`src/rtl/mult_div_unit.sv`:
```
// mult_div_unit: sequential MULT/MULTU/DIV/DIVU unit for the multicycle MIPS
// datapath. One iteration per clock; the 64-bit result lands in HI/LO.
// Ports:
//   Clk     - clock, rising edge
//   Reset   - synchronous active-high reset, aborts any operation
//   Start   - operation request, honoured only while idle
//   Op      - 00 MULT, 01 MULTU, 10 DIV, 11 DIVU (sampled with Start)
//   A, B    - operands rs / rt
//   Hi, Lo  - HI/LO registers (product high/low, or remainder/quotient)
//   Busy    - operation in progress
//   Done    - one-cycle pulse when Hi/Lo update or a divide-by-zero ends
//   DivZero - divide with B==0; held until the next accepted Start
module mult_div_unit #(
  parameter int WIDTH = 32
) (
  input  logic             Clk,
  input  logic             Reset,
  input  logic             Start,
  input  logic [1:0]       Op,
  input  logic [WIDTH-1:0] A,
  input  logic [WIDTH-1:0] B,
  output logic [WIDTH-1:0] Hi,
  output logic [WIDTH-1:0] Lo,
  output logic             Busy,
  output logic             Done,
  output logic             DivZero
);

  localparam int CW = $clog2(WIDTH + 1);

  typedef enum logic [1:0] {
    S_IDLE   = 2'd0,
    S_CALC   = 2'd1,
    S_FINISH = 2'd2
  } state_t;

  state_t             state_q;
  logic [CW-1:0]      cnt_q;
  logic               is_div_q;
  logic               divz_q;      // pending divide-by-zero, skips CALC
  logic               sa_q, sb_q;  // operand sign flags (0 for unsigned ops)
  logic [WIDTH-1:0]   opa_q, opb_q;
  logic [2*WIDTH-1:0] acc_q, acc_d;
  logic [WIDTH-1:0]   rem_q, rem_d;
  logic [WIDTH-1:0]   hi_q, hi_d, lo_q, lo_d;
  logic               busy_q, done_q, divzero_q;

  logic               a_neg_s, b_neg_s;
  logic [WIDTH-1:0]   a_mag_s, b_mag_s;
  logic [WIDTH:0]     shifted_s, addend_s, sum_s;
  logic               ge_s;
  logic [2*WIDTH-1:0] prod_s;
  logic [WIDTH-1:0]   quot_s, remd_s;

  assign Hi      = hi_q;
  assign Lo      = lo_q;
  assign Busy    = busy_q;
  assign Done    = done_q;
  assign DivZero = divzero_q;

  // Operand magnitudes and sign flags at acceptance; Op[0]=1 means unsigned.
  always_comb begin
    a_neg_s = ~Op[0] & A[WIDTH-1];
    b_neg_s = ~Op[0] & B[WIDTH-1];
    a_mag_s = a_neg_s ? (-A) : A;
    b_mag_s = b_neg_s ? (-B) : B;
  end

  // One CALC iteration. Multiply: acc = {product high, multiplier being shifted
  // out}. Divide: acc low half holds dividend bits shifting out / quotient bits
  // shifting in, and the trial remainder is WIDTH+1 bits wide.
  always_comb begin
    shifted_s = {rem_q, acc_q[WIDTH-1]};
    // A set top bit means the trial value already exceeds any WIDTH-bit divisor.
    ge_s      = shifted_s[WIDTH] | (shifted_s[WIDTH-1:0] >= opb_q);
    addend_s  = acc_q[0] ? {1'b0, opa_q} : {(WIDTH+1){1'b0}};
    sum_s     = {1'b0, acc_q[2*WIDTH-1:WIDTH]} + addend_s;
    if (is_div_q) begin
      acc_d = {acc_q[2*WIDTH-1:WIDTH], acc_q[WIDTH-2:0], ge_s};
      rem_d = ge_s ? (shifted_s[WIDTH-1:0] - opb_q) : shifted_s[WIDTH-1:0];
    end else begin
      acc_d = {sum_s, acc_q[WIDTH-1:1]};
      rem_d = rem_q;
    end
  end

  // Sign correction applied in FINISH; remainder follows the dividend sign.
  always_comb begin
    prod_s = (sa_q ^ sb_q) ? (-acc_q) : acc_q;
    quot_s = (sa_q ^ sb_q) ? (-acc_q[WIDTH-1:0]) : acc_q[WIDTH-1:0];
    remd_s = sa_q ? (-rem_q) : rem_q;
    if (is_div_q) begin
      hi_d = remd_s;
      lo_d = quot_s;
    end else begin
      hi_d = prod_s[2*WIDTH-1:WIDTH];
      lo_d = prod_s[WIDTH-1:0];
    end
  end

  // Control FSM with all state and registered outputs.
  always_ff @(posedge Clk) begin
    if (Reset) begin
      state_q   <= S_IDLE;
      cnt_q     <= {CW{1'b0}};
      is_div_q  <= 1'b0;
      divz_q    <= 1'b0;
      sa_q      <= 1'b0;
      sb_q      <= 1'b0;
      opa_q     <= {WIDTH{1'b0}};
      opb_q     <= {WIDTH{1'b0}};
      acc_q     <= {(2*WIDTH){1'b0}};
      rem_q     <= {WIDTH{1'b0}};
      hi_q      <= {WIDTH{1'b0}};
      lo_q      <= {WIDTH{1'b0}};
      busy_q    <= 1'b0;
      done_q    <= 1'b0;
      divzero_q <= 1'b0;
    end else begin
      done_q <= 1'b0;
      case (state_q)
        S_IDLE: begin
          if (Start) begin
            divzero_q <= 1'b0;
            is_div_q  <= Op[1];
            sa_q      <= a_neg_s;
            sb_q      <= b_neg_s;
            opa_q     <= a_mag_s;
            opb_q     <= b_mag_s;
            cnt_q     <= CW'(WIDTH);
            acc_q     <= {{WIDTH{1'b0}}, (Op[1] ? a_mag_s : b_mag_s)};
            rem_q     <= {WIDTH{1'b0}};
            busy_q    <= 1'b1;
            if (Op[1] && (B == {WIDTH{1'b0}})) begin
              divz_q  <= 1'b1;
              state_q <= S_FINISH;
            end else begin
              divz_q  <= 1'b0;
              state_q <= S_CALC;
            end
          end
        end
        S_CALC: begin
          acc_q <= acc_d;
          rem_q <= rem_d;
          cnt_q <= cnt_q - CW'(1);
          if (cnt_q == CW'(1)) begin
            state_q <= S_FINISH;
          end
        end
        S_FINISH: begin
          busy_q  <= 1'b0;
          done_q  <= 1'b1;
          state_q <= S_IDLE;
          if (divz_q) begin
            divzero_q <= 1'b1;
          end else begin
            hi_q <= hi_d;
            lo_q <= lo_d;
          end
        end
        default: begin
          busy_q  <= 1'b0;
          state_q <= S_IDLE;
        end
      endcase
    end
  end

endmodule

```
`config.mk`:
```
export PLATFORM = sky130hd
export DESIGN_NAME = mult_div_unit
export DESIGN_NICKNAME = d
export VERILOG_FILES = /design/src/rtl/mult_div_unit.sv
export SDC_FILE = /design/constraint.sdc
export NUM_CORES = 1
export LEC_CHECK = 0
export ABC_CLOCK_PERIOD_IN_PS = 6280
export CORE_MARGIN = 3
export CORE_UTILIZATION = 50
export CTS_BUF_LIST = sky130_fd_sc_hd__clkbuf_16
export CTS_CLUSTER_DIAMETER = 120
export CTS_CLUSTER_SIZE = 28
export DETAILED_ROUTE_END_ITERATION = 10
export GPL_TIMING_DRIVEN = 0
export HOLD_SLACK_MARGIN = 0.15
export PLACE_DENSITY_LB_ADDON = 0.08
export SETUP_SLACK_MARGIN = 0.2
export SYNTH_ARGS = -nofsm -noshare
export SYNTH_HDL_FRONTEND = slang
export SYNTH_SLANG_ARGS = --single-unit
```
`constraint.sdc`:
```
create_clock -name Clk -period 6.28 [get_ports Clk]
set_input_delay 1.256 -clock Clk [delete_from_list [all_inputs] [get_ports Clk]]
set_output_delay 1.256 -clock Clk [all_outputs]
set_load 0.02 [all_outputs]
```
### Floorplan with the power grid

Bar = 50 µm. Pins as bars on the die edge. Tap cells in gray.
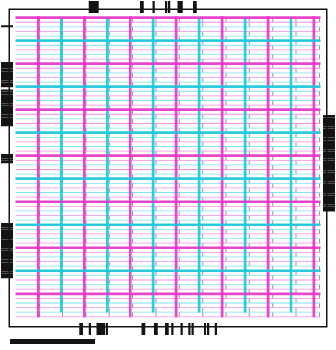
- cyan: VDD
- magenta: VSS
- met4 straps: 13
- rows: 65
y dimension of the die: 187 µm
horizontal die dimension: 187 µm
Core Area: 31900 µm²
VDD IR max: 0.157 mV

### Cell classes on the final placement

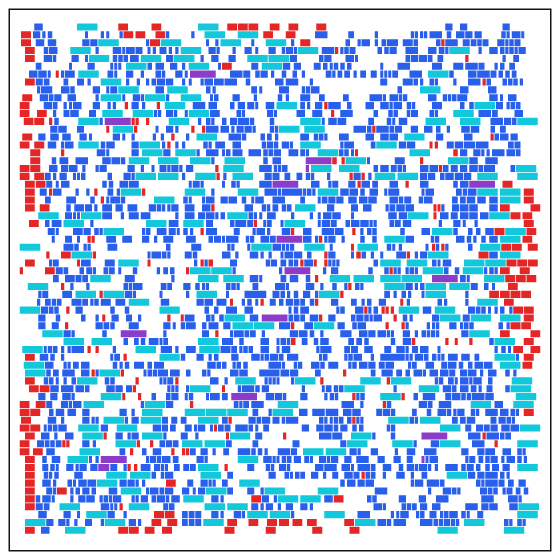
- red: other buffers and delay cells (cells 271)
- purple: clock drivers and dummy loads (cells 16)
- cyan: flip-flops (cells 239)
- blue: all other logic (cells 1751)

### Clock network drawn from the DEF

Bar = 50 µm.
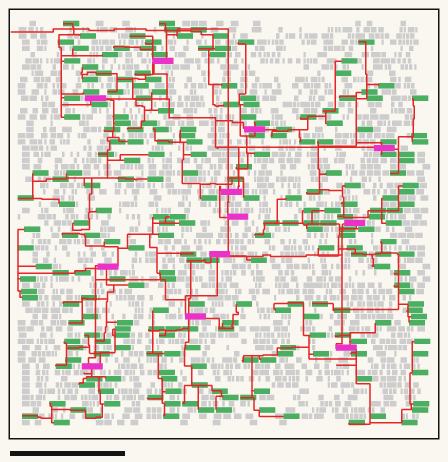
- magenta: cells driving clock nets (count 12)
- red: clock wires (length 3120 µm)
- green: flip-flops (count 239)
- flops lie: all over the die
Clock Power: 0.926 mW
Clock power frac: 0.245

### Routed metal, one color a layer

Bar = 50 µm. Two of the layers only.
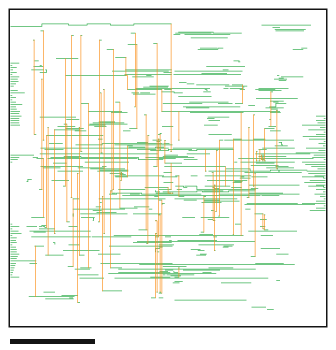
- green: met3 (wire length 5500 µm)
- orange: met4 (wire length 2870 µm)

==> run notes <==
yosys + openroad results -> max_slew headroom=0.238, switching pwr=~1.4 mW, and-or/or-and share of the synthesized area=0.248, sequential share of the synthesized area=0.293, Critical Path Sink Type=flip-flop, setup violation total in the final timing report=0, Critical Path Source Type=primary input, startpoint of the lowest-slack hold path=Lo[18], hold path depth=2, Hold Violations, Final=0, vias in the first global route=15268, Routed wire per std cell=23.0 µm, CP Data Arrival Time=4790 ps, Tool Warnings=27, count of buffers from port buffering=134, GRT Overall Usage=0.338, total non-filler cell area in the finished layout=around 19000 µm², Hold Crit Class=flip-flop to flip-flop, peak clock frequency supported by timing=227 MHz, P&R area growth vs syn=13.7%, post-CTS sizing=0, hold-fix buffers at CTS=0, placed wire-length estimate after detailed placement=50000 µm, Placement Cell Area=18200 µm², sequential power share=0.452, Post-synth ARST share=0, overall chip area=34900 µm², DRC Markers=0, utilization after layout=0.582, synth top area cells=dfxtp_1 29%, xnor2_1 6.4%, nor2_1 5.7%, ha_1 5.4%, a21oi_1 5.1%, final-stage net count=2416, WP data required=between 6000 and 7000 ps, setup repair after global routing missed its margin=no, worst slew pin tran=1130 ps, terminating pin of the worst hold path=Lo[18], register-to-register setup slack=2220 ps, portion of total power attributed to combinational logic=0.303, via count=16722, CP Cell Sequence=clkdlybuf4s50_1 > inv_1 > ha_1 > or3b_2 > nor4_1 > nand2_1 > nor2_1 > a21oi_1 > xnor2_1 > mux2i_1 > o21ai_0 > a21oi_1, post-placement worst setup slack=1390 ps, max capacitance violation total=0, clock transition time at the flip-flop clock pins of the worst setup and hold paths=120 ps, chip area line of the yosys report=16300 µm², final weighted congestion in routability-driven placement=1.00, CTS tree=built, final cycle utilization of the critical path=0.701, Post-Synth XOR/XNOR Area=0.107, dominant register cell=dfxtp_1, min setup slack post-route=roughly 1900 ps, synthesized flop and latch total=239, status=completed, Multiplexer share=0.0408, total number of yosys warnings=0, number of antenna violations at the first check in global routing=0, cells after synthesis=2127, drt first-iter violations=1797, Net Sw Frac=0.366, cell area after synthesis=16300 µm², end of the worst register-to-register path=rem_q[9], leading area contributor after synthesis=dfxtp_1, Total Power=3.78 mW, Clock Sinks=239
## critical path, delay by kind of cell
kind / cells / cell delay, ps
AND-OR/OR-AND: 3 / 380
XOR/XNOR: 1 / 380
adder cells (fa/ha/maj): 1 / 170
buffers and inverters: 2 / 770
multiplexers: 1 / 130
AND/OR/NAND/NOR: 4 / 1700
## layout make-up
cell class,count,area (µm²)
buffer,137,520
clock buffer,13,325
clock inverter,3,18.8
fill,3109,13300
inverter,72,270
multi-input combinational,1679,10800
sequential,239,4780
tap,435,544
timing repair buffer,134,1340
## cells by family after synthesis
group | count (synthesis)
fa+ha+maj | 72
simple gates | 710
buf+inv | 209
compound gates | 631
xor+xnor | 200
mux | 66
flops | 239
## registers in the layout (all words and copies together) (netlist names), 2 cells and up
name / count
acc_q: 64
rem_q: 32
state_q: 2
Lo: 32
opa_q: 32
cnt_q: 6
opb_q: 32
Hi: 32
## stage by stage
| stage | cells | hold slack, ps |
|---|---|---|
| 2_1_floorplan | 2127 | 432 |
| 3_3_place_gp | 2696 | 439 |
| 3_5_place_dp | 2696 | 442 |
| 5_1_grt | 2712 | 491 |
| 6_report | 2712 | 462 |
| 4_1_cts | 2712 | 458 |
## power by group through the flow
stage | registers, mW | clock network [mW] | logic (mW)
final | 1.71 | 0.926 | 1.15
after global routing | 1.72 | 0.969 | 1.23
after CTS | 1.71 | 0.924 | 1.12
after detailed placement | 1.74 | 0 | 1.12
after global placement | 1.74 | 0 | 1.10
after floorplan | 1.72 | 0 | 0.716
## metal layers
metal / wire, µm / vias to the layer above / track usage
met5: 0 / - / 0
met4: 2870 / 0 / 0.131
met3: 5500 / 147 / 0.0466
met2: 26200 / 836 / 0.511
met1: 27900 / 7832 / 0.488
li1: - / 7907 / -
## cells in the mapped netlist, types with 59 or more instances
| library cell | count |
|---|---|
| a211oi_1 | 107 |
| a21oi_1 | 165 |
| clkbuf_1 | 123 |
| dfxtp_1 | 239 |
| ha_1 | 70 |
| inv_1 | 72 |
| mux2i_1 | 62 |
| nand2_1 | 198 |
| nor2_1 | 249 |
| nor3_1 | 59 |
| o21ai_0 | 128 |
| xnor2_1 | 119 |
| xor2_1 | 81 |
## worst max-delay path by stage
stage	slack (ps)	startpoint	depth (start not counted)	to
floorplan	2630	B[13]	9	acc_q[29]
global placement	1500	A[0]	11	acc_q[18]
detailed placement	1390	A[0]	11	acc_q[18]
CTS	1930	A[0]	11	acc_q[18]
global route	1640	A[0]	12	acc_q[26]
finish	1880	A[0]	12	acc_q[26]
No activity file was given, so power comes from the tool's default toggle rates.
